Fig. 1: met1 routing
Drawn at 8 px/micron. Supply wires on this layer in gray.
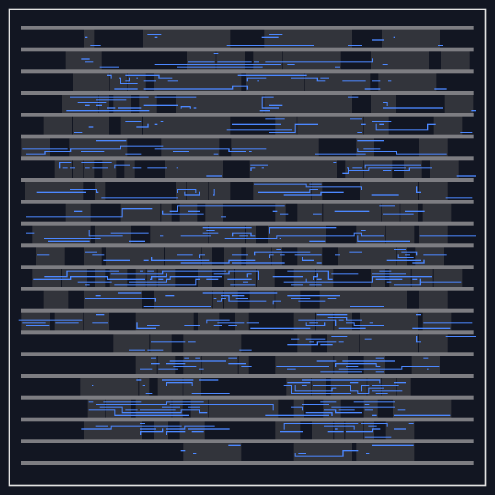
Fig. 2: signal wires on met2
Drawn at 8 px/micron.
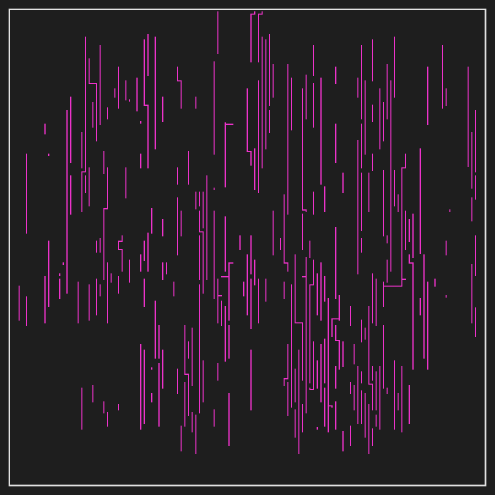
Design aircraft_request_sequencer, sky130hd; sources not shown.
==> metrics.cfg <==
[layout]
comb_cells=97
largest_class=flip-flops and latches
nClkBuffers=6
buffers=23
comb_area_sq_um=763
antenna_cells=0
layout_top_cell=dfxtp_1
fin_cells=221

[clock_tree]
clock_latency_ns=0.34
cts_root_buf=clkbuf_4

[run]
drv_cap=0
warning_count=30

[grt]
overflow=0
grt_pass1_vias=1117
grt_max_degree=24
grtUsageTotal_pct=18.6

[placed_design]
place_inst=213
io_buffers=22

[floorplanning]
rows=20
dieArea_sq_um=3520
fp.coreArea_sq_um=3080

[sta]
whs_ns=0.494
finalMaxSlewViolations=0

[setup_path]
worstPathMaxFanout=7
rrSetupSlack_ns=0.95

[logic_synthesis]
synth_seq_share_pct=49.9
yosysUniqueCellTypes=44

[drt]
vias_per_cell=5.32
detail-route-antenna-nets=0

[run_status]
status=complete, no violations

About Fig. 1:
175 nets have wire on it. The longest straight run is 15.6 microns. The wires run mostly horizontal.
met1 usage: 21.5%
total wire length: 2820 microns

About Fig. 2:
The layer carries 1360 microns of wire. 172 nets have wire on it.
routed vias: 1175
met2 Resource Use GR: 32.3%

cell families after synthesis:
family | count (synthesis) | share of synthesized area [%]
and+or+nand+nor | 55 | 21.5
DFF | 37 | 49.9
AOI/OAI and AO/OA | 18 | 7.54
buffers and inverters | 16 | 3.65
adders and majority gates | 10 | 8.07
xor gates and xnor gates | 9 | 4.79
muxes | 5 | 4.57
per-stage QoR:
stage	setup WS [ns]	utilization [%]
after detailed placement	0.313	62.1
after global routing	0.513	65.0
after floorplan	0.724	-
final	0.655	65.0
after CTS	0.673	65.0
after global placement	0.385	62.1
report_power, final:
part	leakage, nW	internal, mW	switching, mW
sequential	0.309	0.535	0.0593
clock	0.0445	0.180	0.146
combinational	0.399	0.230	0.253
total	0.753	0.945	0.458
synthesized netlist by cell type, drive strengths merged:
library cell and count:
a211oi 2, a21o 1, a21oi 6, a22o 2, a31oi 1, a41oi 1, and2 4, and3 5
and3b 1, and4bb 1, clkbuf 4, dfxtp 29, edfxtp 8, fa 1, ha 9, inv 12
mux2i 3, mux4 2, nand2 6, nand2b 4, nand3 2, nand3b 1, nand4 1, nand4b 1
nand4bb 1, nor2 8, nor2b 3, nor3 3, nor3b 1, nor4 6, nor4b 2, o2111ai 1
o211ai 1, o21ai 2, o21bai 1, or2 2, or3b 1, or4 1, or4b 1, xnor2 6
xor2 3
metal layers:
layer,routed length (microns),global-route usage (%),up-vias
li1,-,-,586
met1,1270,21.5,558
met2,1360,32.3,26
met3,139,5.46,5
met4,50,7.14,0
met5,0,0,-
tightest hold or removal path, cell delays in order (launching register included):
cell and delay (ns):
dfxtp_1 0.33, nand2b_1 0.07, mux2i_1 0.06
Power figures rest on the tool's default switching activity, not on a simulated workload.
